$ cat config.mk
export PLATFORM = sky130hd
export DESIGN_NAME = muldiv_unit
export DESIGN_NICKNAME = d
export VERILOG_FILES = /design/src/rtl/muldiv_pkg.sv /design/src/rtl/muldiv_operand_prep.sv /design/src/rtl/muldiv_unit.sv
export SDC_FILE = /design/constraint.sdc
export NUM_CORES = 2
export LEC_CHECK = 0
export CAP_MARGIN = 15
export CELL_PAD_IN_SITES_DETAIL_PLACEMENT = 1
export CELL_PAD_IN_SITES_GLOBAL_PLACEMENT = 1
export CORE_MARGIN = 2
export CORE_UTILIZATION = 49
export DETAILED_ROUTE_END_ITERATION = 6
export DONT_BUFFER_PORTS = 1
export GPL_TIMING_DRIVEN = 1
export PLACE_DENSITY = 0.87
export SETUP_SLACK_MARGIN = 0.3
export SLEW_MARGIN = 10
export SYNTH_ARGS = -nofsm -noshare
export SYNTH_HDL_FRONTEND = slang
export SYNTH_SLANG_ARGS = --single-unit
$ cat constraint.sdc
create_clock -name clk -period 4.8 [get_ports clk]
set_input_delay 0.72 -clock clk [delete_from_list [all_inputs] [get_ports clk]]
set_output_delay 0.72 -clock clk [all_outputs]
set_load 0.02 [all_outputs]
$ cat src/rtl/muldiv_pkg.sv
// Shared types and helpers for the iterative multiply/divide unit.
// Build option: MULDIV_EARLY_OUT_EN lets trivial operations skip the iteration phase.
package muldiv_pkg;

    // Default iteration counts: full width and word (W-variant) width.
    localparam int ITER_D = 64;
    localparam int ITER_W = 32;

    // Operation select, identical to the RV M-extension funct3 encoding.
    typedef enum logic [2:0] {
        OP_MUL    = 3'b000,
        OP_MULH   = 3'b001,
        OP_MULHSU = 3'b010,
        OP_MULHU  = 3'b011,
        OP_DIV    = 3'b100,
        OP_DIVU   = 3'b101,
        OP_REM    = 3'b110,
        OP_REMU   = 3'b111
    } op_e;

    typedef enum logic [1:0] {
        IDLE = 2'd0,
        CALC = 2'd1,
        FIX  = 2'd2,
        DONE = 2'd3
    } state_e;

    // Sign-extend the low w bits of x across the full 64 bits.
    function automatic logic [63:0] sext_w(input logic [63:0] x, input int unsigned w);
        logic [63:0] hi_mask;
        logic [5:0]  msb;
        hi_mask = {64{1'b1}} << w;
        msb     = 6'(w - 1);
        return x[msb] ? (x | hi_mask) : (x & ~hi_mask);
    endfunction

endpackage

$ cat src/rtl/muldiv_operand_prep.sv
// Combinational operand conditioning: operating-width values, sign bits,
// magnitudes and the divide special-case detectors.
import muldiv_pkg::*;

module muldiv_operand_prep #(
    parameter int N = ITER_D,
    parameter int W = ITER_W
) (
    input  logic [N-1:0] a,
    input  logic [N-1:0] b,
    input  logic [2:0]   op,
    input  logic         wArith,
    output logic         use_w,
    output logic [N-1:0] mag_a,
    output logic [N-1:0] mag_b,
    output logic         sa,
    output logic         sb,
    output logic         is_zero_b,
    output logic         is_ovf
);

    localparam bit HAS_W = (N > W);

    logic         a_signed;
    logic         b_signed;
    logic [N-1:0] wmask;
    logic [N-1:0] a_zx, b_zx, a_sx, b_sx, a_v, b_v, min_v, ones_v;
    logic [63:0]  a_ext, b_ext;

    // Derive signedness, operating-width views and magnitudes of both operands.
    always_comb begin
        use_w    = HAS_W && wArith;
        // High-half multiplies in W mode collapse to MULW, which needs no sign handling.
        a_signed = (!use_w && (op == OP_MULH || op == OP_MULHSU)) || op == OP_DIV || op == OP_REM;
        b_signed = (!use_w && op == OP_MULH) || op == OP_DIV || op == OP_REM;

        wmask  = ~({N{1'b1}} << W);
        a_ext  = sext_w(64'(a), W);
        b_ext  = sext_w(64'(b), W);
        a_zx   = use_w ? (a & wmask) : a;
        b_zx   = use_w ? (b & wmask) : b;
        a_sx   = use_w ? a_ext[N-1:0] : a;
        b_sx   = use_w ? b_ext[N-1:0] : b;
        min_v  = use_w ? (N'(1) << (W - 1)) : (N'(1) << (N - 1));
        ones_v = use_w ? wmask : {N{1'b1}};

        sa  = a_signed && (use_w ? a[W-1] : a[N-1]);
        sb  = b_signed && (use_w ? b[W-1] : b[N-1]);
        a_v = a_signed ? a_sx : a_zx;
        b_v = b_signed ? b_sx : b_zx;

        mag_a = sa ? (~a_v + N'(1)) : a_v;
        mag_b = sb ? (~b_v + N'(1)) : b_v;

        is_zero_b = (b_zx == '0);
        is_ovf    = op[2] && a_signed && (a_zx == min_v) && (b_zx == ones_v);
    end

endmodule

$ cat src/rtl/muldiv_unit.sv
// Iterative RV64M/RV32M multiply/divide unit (shift-add multiply, restoring divide).
// Build option: MULDIV_EARLY_OUT_EN sends divide-by-zero, signed overflow and
// multiply-by-zero straight from accept to FIX; results are the same either way.
//
// Handshake: a request transfers on a rising edge where in_valid && in_ready;
// a result transfers on a rising edge where out_valid && out_ready. Once raised,
// out_valid, result and flags stay stable until that transfer (or flush/reset).
import muldiv_pkg::*;

module muldiv_unit #(
    parameter int N = ITER_D,
    parameter int W = ITER_W
) (
    input  logic         clk,
    input  logic         reset_n,
    input  logic         in_valid,
    output logic         in_ready,
    input  logic [N-1:0] a,
    input  logic [N-1:0] b,
    input  logic [2:0]   op,
    input  logic         wArith,
    input  logic         flush,
    output logic         out_valid,
    input  logic         out_ready,
    output logic [N-1:0] result,
    output logic         div_by_zero,
    output logic         overflow,
    output logic         zero,
    output logic         sign,
    output logic         busy,
    output logic [1:0]   state_dbg
);

    localparam int CW = $clog2(N + 1);

    state_e         state;
    op_e            op_q;
    logic           w_q, sa_q, sb_q, dz_q, ov_q;
    logic [N-1:0]   a_q, mplier, rem, quo, dvsr, result_q;
    logic [2*N-1:0] prod, mcand;
    logic [CW-1:0]  cnt;
    logic           out_valid_q, dbz_q, ovf_q;

    logic           p_use_w, p_sa, p_sb, p_zb, p_ovf;
    logic [N-1:0]   p_mag_a, p_mag_b;
    logic           accept, early;

    logic [N:0]     trial, diff;
    logic [2*N-1:0] prod_s;
    logic [N-1:0]   quo_s, rem_s, fix_r;
    logic [63:0]    fix_ext;

    muldiv_operand_prep #(.N(N), .W(W)) u_prep (
        .a         (a),
        .b         (b),
        .op        (op),
        .wArith    (wArith),
        .use_w     (p_use_w),
        .mag_a     (p_mag_a),
        .mag_b     (p_mag_b),
        .sa        (p_sa),
        .sb        (p_sb),
        .is_zero_b (p_zb),
        .is_ovf    (p_ovf)
    );

    assign in_ready = (state == IDLE) && reset_n;
    assign accept   = in_valid && in_ready && !flush;

`ifdef MULDIV_EARLY_OUT_EN
    // Cases whose answer is already known (override value or zero product).
    assign early = op[2] ? (p_zb || p_ovf) : ((p_mag_a == '0) || (p_mag_b == '0));
`else
    assign early = 1'b0;
`endif

    // One restoring-division step: shift in the next dividend bit and trial-subtract.
    always_comb begin
        trial = {rem, quo[N-1]};
        diff  = trial - {1'b0, dvsr};
    end

    // Apply result signs, pick the requested field, apply overrides and W sign-extension.
    always_comb begin
        prod_s = (sa_q ^ sb_q) ? -prod : prod;
        quo_s  = (sa_q ^ sb_q) ? -quo : quo;
        rem_s  = sa_q ? -rem : rem;
        fix_r  = '0;
        case (op_q)
            OP_MUL:                       fix_r = prod_s[N-1:0];
            OP_MULH, OP_MULHSU, OP_MULHU: fix_r = w_q ? prod_s[N-1:0] : prod_s[2*N-1:N];
            OP_DIV, OP_DIVU:              fix_r = dz_q ? {N{1'b1}} : (ov_q ? a_q : quo_s);
            OP_REM, OP_REMU:              fix_r = dz_q ? a_q : (ov_q ? '0 : rem_s);
            default:                      fix_r = '0;
        endcase
        fix_ext = sext_w(64'(fix_r), W);
        if (w_q) begin
            fix_r = fix_ext[N-1:0];
        end
    end

    // Control FSM plus the iterating datapath registers.
    always_ff @(posedge clk) begin
        if (!reset_n) begin
            state       <= IDLE;
            out_valid_q <= 1'b0;
            result_q    <= '0;
            dbz_q       <= 1'b0;
            ovf_q       <= 1'b0;
            op_q        <= OP_MUL;
            w_q         <= 1'b0;
            sa_q        <= 1'b0;
            sb_q        <= 1'b0;
            dz_q        <= 1'b0;
            ov_q        <= 1'b0;
            a_q         <= '0;
            prod        <= '0;
            mcand       <= '0;
            mplier      <= '0;
            rem         <= '0;
            quo         <= '0;
            dvsr        <= '0;
            cnt         <= '0;
        end else if (flush) begin
            state       <= IDLE;
            out_valid_q <= 1'b0;
        end else begin
            case (state)
                IDLE: begin
                    if (accept) begin
                        op_q   <= op_e'(op);
                        w_q    <= p_use_w;
                        a_q    <= a;
                        sa_q   <= p_sa;
                        sb_q   <= p_sb;
                        dz_q   <= op[2] && p_zb;
                        ov_q   <= p_ovf;
                        prod   <= '0;
                        mcand  <= {{N{1'b0}}, p_mag_a};
                        mplier <= p_mag_b;
                        rem    <= '0;
                        // W dividends are pre-aligned so the top bit is always the next one in.
                        quo    <= p_use_w ? (p_mag_a << (N - W)) : p_mag_a;
                        dvsr   <= p_mag_b;
                        cnt    <= p_use_w ? CW'(W) : CW'(N);
                        state  <= early ? FIX : CALC;
                    end
                end
                CALC: begin
                    if (op_q[2]) begin
                        rem <= diff[N] ? trial[N-1:0] : diff[N-1:0];
                        quo <= {quo[N-2:0], ~diff[N]};
                    end else begin
                        if (mplier[0]) begin
                            prod <= prod + mcand;
                        end
                        mcand  <= mcand << 1;
                        mplier <= mplier >> 1;
                    end
                    cnt <= cnt - 1'b1;
                    if (cnt == CW'(1)) begin
                        state <= FIX;
                    end
                end
                FIX: begin
                    result_q <= fix_r;
                    dbz_q    <= dz_q;
                    ovf_q    <= ov_q;
                    state    <= DONE;
                end
                DONE: begin
                    // First DONE cycle publishes the result; later cycles wait for the consumer.
                    if (!out_valid_q) begin
                        out_valid_q <= 1'b1;
                    end else if (out_ready) begin
                        out_valid_q <= 1'b0;
                        state       <= IDLE;
                    end
                end
                default: state <= IDLE;
            endcase
        end
    end

    assign out_valid   = out_valid_q;
    assign result      = result_q;
    assign div_by_zero = dbz_q;
    assign overflow    = ovf_q;
    assign zero        = (result_q == '0);
    assign sign        = result_q[N-1];
    assign busy        = (state != IDLE);
    assign state_dbg   = state;

endmodule

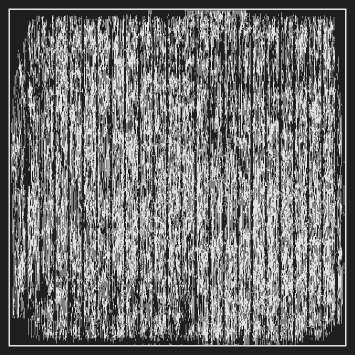
layer_met2.png
- nets with wire on the layer: 6161
- main direction: vertical
- share of all routed wire: 42%

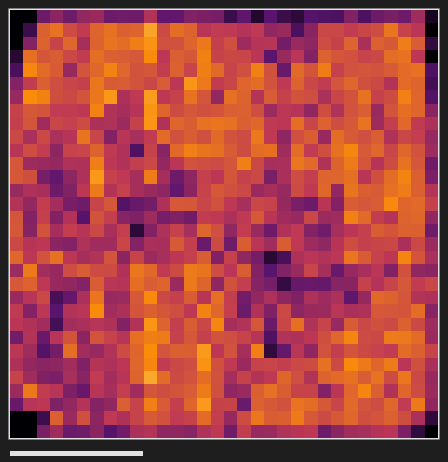
cell_density.png
The bar under the picture is 100 um long. 32 x 32 tiles, from black (low) to pale yellow (high), 0 to 100% covered.
- mean over tiles: 51%
- nearly empty tiles: 1.1%
- fullest tile: 81%
- tiles over 75% full: 1.5%

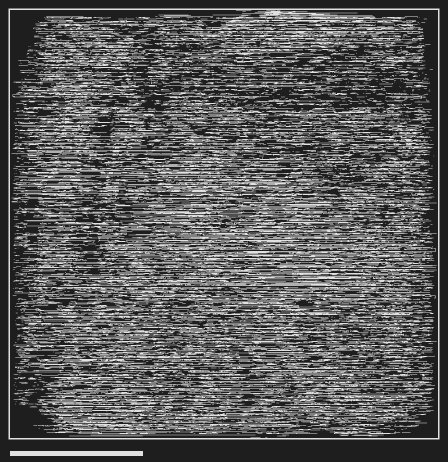
layer_met1.png
The bar under the picture is 100 um long.
- main direction: horizontal
- wire length on this layer: 95.9 mm
- longest straight run: 124 um

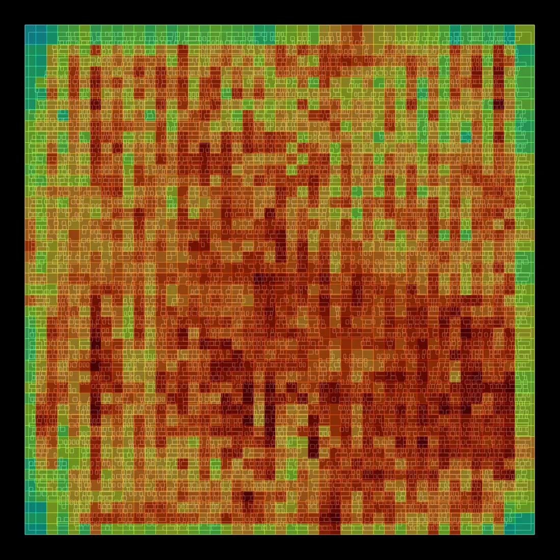
congestion.png
routed wire length per instance: 30.70 um
GR Util met3: 0.1599

==> run notes <==
Physical implementation.

- The flow ran to the end, but the final reports show violations.
- The clock net sink count is between 600 and 700.
- about 210 I/O pins were placed.
- The main area contributors are dfxtp_1, nand2_1, o21ai_0.
- Looking at the max-slew report, the worst-margin pin has a slew of between 1.5 and 2 ns.
- The clock root buffer is clkbuf_16.
- Yosys reports that the most numerous cell types are nand2_1, dfxtp_1, o21ai_0, a21oi_1.
- The placed cell area is slightly above 50000 sq um.
- The worst path meets setup with around 0.44 ns of slack.
- The CTS tree is built.
- The highest attainable clock frequency is about 230 MHz.
- The checks that failed: slew limit.
- Per the Yosys statistics, synthesis produced just under 7000 cells.
- The most numerous cell in the Yosys netlist is nand2_1.
- The stage-log warning count is around 44.
- The data required time at the worst endpoint is 5.42 ns.
- The final design utilization is 0.5423.
- The critical path's slowest stage uses the library cell or4_1.
- The buffers plus inverters on the worst setup path is 1.
- The path type of the worst min-delay path is input pin to flop.
- The share of the core filled by cells before placement is 0.4959.
- The dominant cell type by area after synthesis is dfxtp_1.
- For this run, the number of Yosys warnings is 0.
- The setup-violating endpoint count in the final report is 0.
- The die covers between 100000 and 150000 sq um.
- The area fraction of the dominant cell type after synthesis is 0.2653.
- The synthesized area per cell is approximately 7.4 sq um.
- Per the OpenROAD power report, leakage power amounts to ~21 nW.
- The cell sequence reported for the critical path is or4_1 -> nor4bb_2 -> nand4b_1 -> nor4_1 -> buf_4 -> nand4b_1 -> o21ai_0 -> xnor2_1 -> mux2i_1 -> o211ai_1 -> o31ai_2 -> a221oi_1 -> o221a_1.
- Hold timing on the final database bottoms out at a slack of 0.1452 ns.
- The most numerous cell on the critical path is nand4b_1.
- The register area share after synthesis is 0.2653.
- After synthesis the cells add up to about 50000 sq um.
- Synthesis produced a netlist with a net count of around 7100.
- In this run the vertical extent of the chip is ~320 um.
- The remaining number of nets flagged by the antenna check after routing is 0.
- Note, the detailed placer reported a final HPWL of around 190 mm.
- The number of buffers between clock root and the deepest sink is 3.
- The cell count after synthesis came out at roughly 6700.
- At the worst endpoint, the arrival time is 4.98 ns.
- The period utilization is 0.9092.
- In this run the number of H-tree levels came out at 3.
- The ratio of cells with drive above 1 in the final layout is 0.07317.
- The number of vias in the routed layout is between 50000 and 60000.
- The clock transition at the registers of the reported paths is around 0.060 ns.
- The top flip-flop cell by instance count after synthesis is dfxtp_1.
- For this design the ratio of total power to cell area is about 270 nW/um^2.
- The vias per cell is 6.924.
- Before CTS, the worst setup slack after placement is about 0.018 ns.
- After synthesis, the chip area reported by Yosys is between 40000 and 50000 sq um.
- After layout, the minimum clock period comes to about 4.4 ns.
- The largest clock skew in the final design is around 0.034 ns.
- Per the layout area report, the register area comes to 13220 sq um.
- In this run the standard cell core region covers roughly 100000 sq um.
- The analysis reports a worst IR drop on VDD of around 0.25 mV.
- The kind of critical path is flop to flop.
- The number of different library cells in the post-synthesis netlist is slightly above 100.
- CTS added clock buffers totalling between 80 and 90.
- The number of buffers inserted by hold repair at cts is 0.
- The clock insertion delay at the later pin of the skew report is a little under 0.7 ns.
- The largest delay contributor family on the critical path is simple AND/OR/NAND/NOR gates.
- Setup repair after global routing left no endpoint under its margin.
- STA classifies the critical path startpoint as a flop.
- The standard-cell row count is 116.
- The area growth from synthesis to layout is 9.361%.
- The delay of the slowest critical-path stage is about 0.65 ns.
- For reference, the final report shows the hold violation count at 0.
- For this run the aggregate overflow at the end of global routing stands at 0.
- Counting flops with a built-in enable in the synthesized netlist gives 0.
- The final layout reports a setup TNS of 0 ns.
- The via count of the first global-routing pass came to around 53000.
- In the final report, the number of pins over their slew limit comes to between 200 and 250.
- According to the finish report, the design has a final net count of approximately 6900.
- Synthesis inferred around 660 register bits.
- The placer's final routability congestion estimate is ~1.1.
- The die is approximately 320 um wide.
- The routed wire length is roughly 250 mm.
- In this run the worst path has a maximum fanout of 7.
- The number of antenna violations at the first check in global routing was 12.
- Overall power consumption after layout is estimated at roughly 15 mW.
- Counting tap cells, the placed design contains a total of approximately 7800 instances.
- The first global-routing pass estimated approximately 360 mm of wire.
- The DRC violation total left in the routed layout is recorded as 0.
- The global routing usage summed across all routing layers is 0.4536.
- The placement report lists the number of port buffers as 0.
- Entering global routing, the biggest net connects between 500 and 600 pins.
- Leaving out buffers and inverters, the combinational logic in the layout accounts for about 34000 sq um.
- After synthesis, the share of flip-flops with an asynchronous set or reset is 0.
- The number of max-capacitance violations reported is 0.
- Excluding fillers, the count of instances in the completed layout stands at 7994.
- After filler insertion, the fill cell instance count of the layout stands at between 10000 and 15000.
- Once layout is done, the placed cells without fillers occupy 54460 sq um.
==> worst register-to-register path, stage by stage (launching register included) <==
cell,delay (ns)
dfxtp_1,0.38
or4_1,0.65
nor4bb_2,0.49
nand4b_1,0.26
nor4_1,0.37
buf_4,0.19
nand4b_1,0.25
o21ai_0,0.29
xnor2_1,0.18
mux2i_1,0.12
o211ai_1,0.46
o31ai_2,0.14
a221oi_1,0.30
o221a_1,0.22
==> cell type report <==
cell class / instances / share of cell area
Timing Repair Buffer: 211 / 0.03115
Tap cell: 1357 / 0.03117
Antenna cell: 9 / 0.0004135
Clock inverter: 33 / 0.008730
Clock buffer: 111 / 0.04225
Inverter: 161 / 0.01110
Multi-Input combinational cell: 5452 / 0.6325
Sequential cell: 660 / 0.2427
==> cells by family (layout without fill, tap and decap cells) <==
group / count (synthesis) / in the layout / share of synthesized area
buffers and inverters: 632 / 516 / 0.04791
other: 0 / 9 / 0
muxes: 92 / 92 / 0.01909
xor gates and xnor gates: 526 / 526 / 0.09251
AOI/OAI and AO/OA: 2279 / 2279 / 0.2933
and+or+nand+nor: 2350 / 2350 / 0.2300
DFF: 660 / 660 / 0.2653
adders and majority gates: 205 / 205 / 0.05181
==> path summary, 6_finish.rpt <==
check | startpoint | endpoint | slack (ns) | cells past startpoint
hold / removal | a[18] | a_q[18] | 0.15 | 2
setup reg to reg | quo[8] | result[50] | 0.44 | 13
hold reg to reg | dvsr[49] | dvsr[49] | 0.46 | 2
setup / recovery | quo[8] | result[50] | 0.44 | 13
==> metal layers <==
layer  track usage  part of all wire  vias up
met3        0.1599              0.12      763
met2        0.6710              0.42     2996
met4        0.2780             0.073       18
li1              -                 -    24243
met5      0.003241           0.00064        -
met1        0.5620              0.39    27329
==> repair_timing <==
item | CTS | global route
setup endpoints to repair | 63 | 82
buffers inserted | 0 | 7
pin swaps | 0 | 3
resized | 3 | 17
endpoints found under the hold margin | 0 | 0
==> state kept, by name, summed over array words and instances, names as in the netlist, 2 cells and up <==
name / cells
mcand: 128
prod: 128
result: 64
op_q: 3
cnt: 7
quo: 64
dvsr: 64
state_dbg: 2
mplier: 64
a_q: 64
rem: 64
==> power by group <==
part / leakage (nW) / switching (mW) / internal [mW]
sequential: 5.35 / 0.195 / 5.63
combinational: 14.3 / 1.46 / 0.700
clock: 1.36 / 2.72 / 3.94
==> cells in the final DEF, fill, tap and decap left out, drive strengths merged, types with 41 or more instances in the layout <==
master	instances
nand2	839
dfxtp	660
o21ai	639
a21oi	527
nor2	426
xnor2	284
xor2	242
nand3	213
buf	211
ha	203
nor2b	171
a22oi	165
inv	162
nor3	147
a21o	139
nand4	117
a21boi	112
clkbuf	111
o31ai	104
nor4	89
o211ai	80
or3	74
mux2i	68
a221oi	68
and2	53
a31oi	51
a211oi	51
o21bai	49
o41ai	47
nand2b	45
nor3b	42
or4	41
Power is estimated from default activity; no workload was simulated.
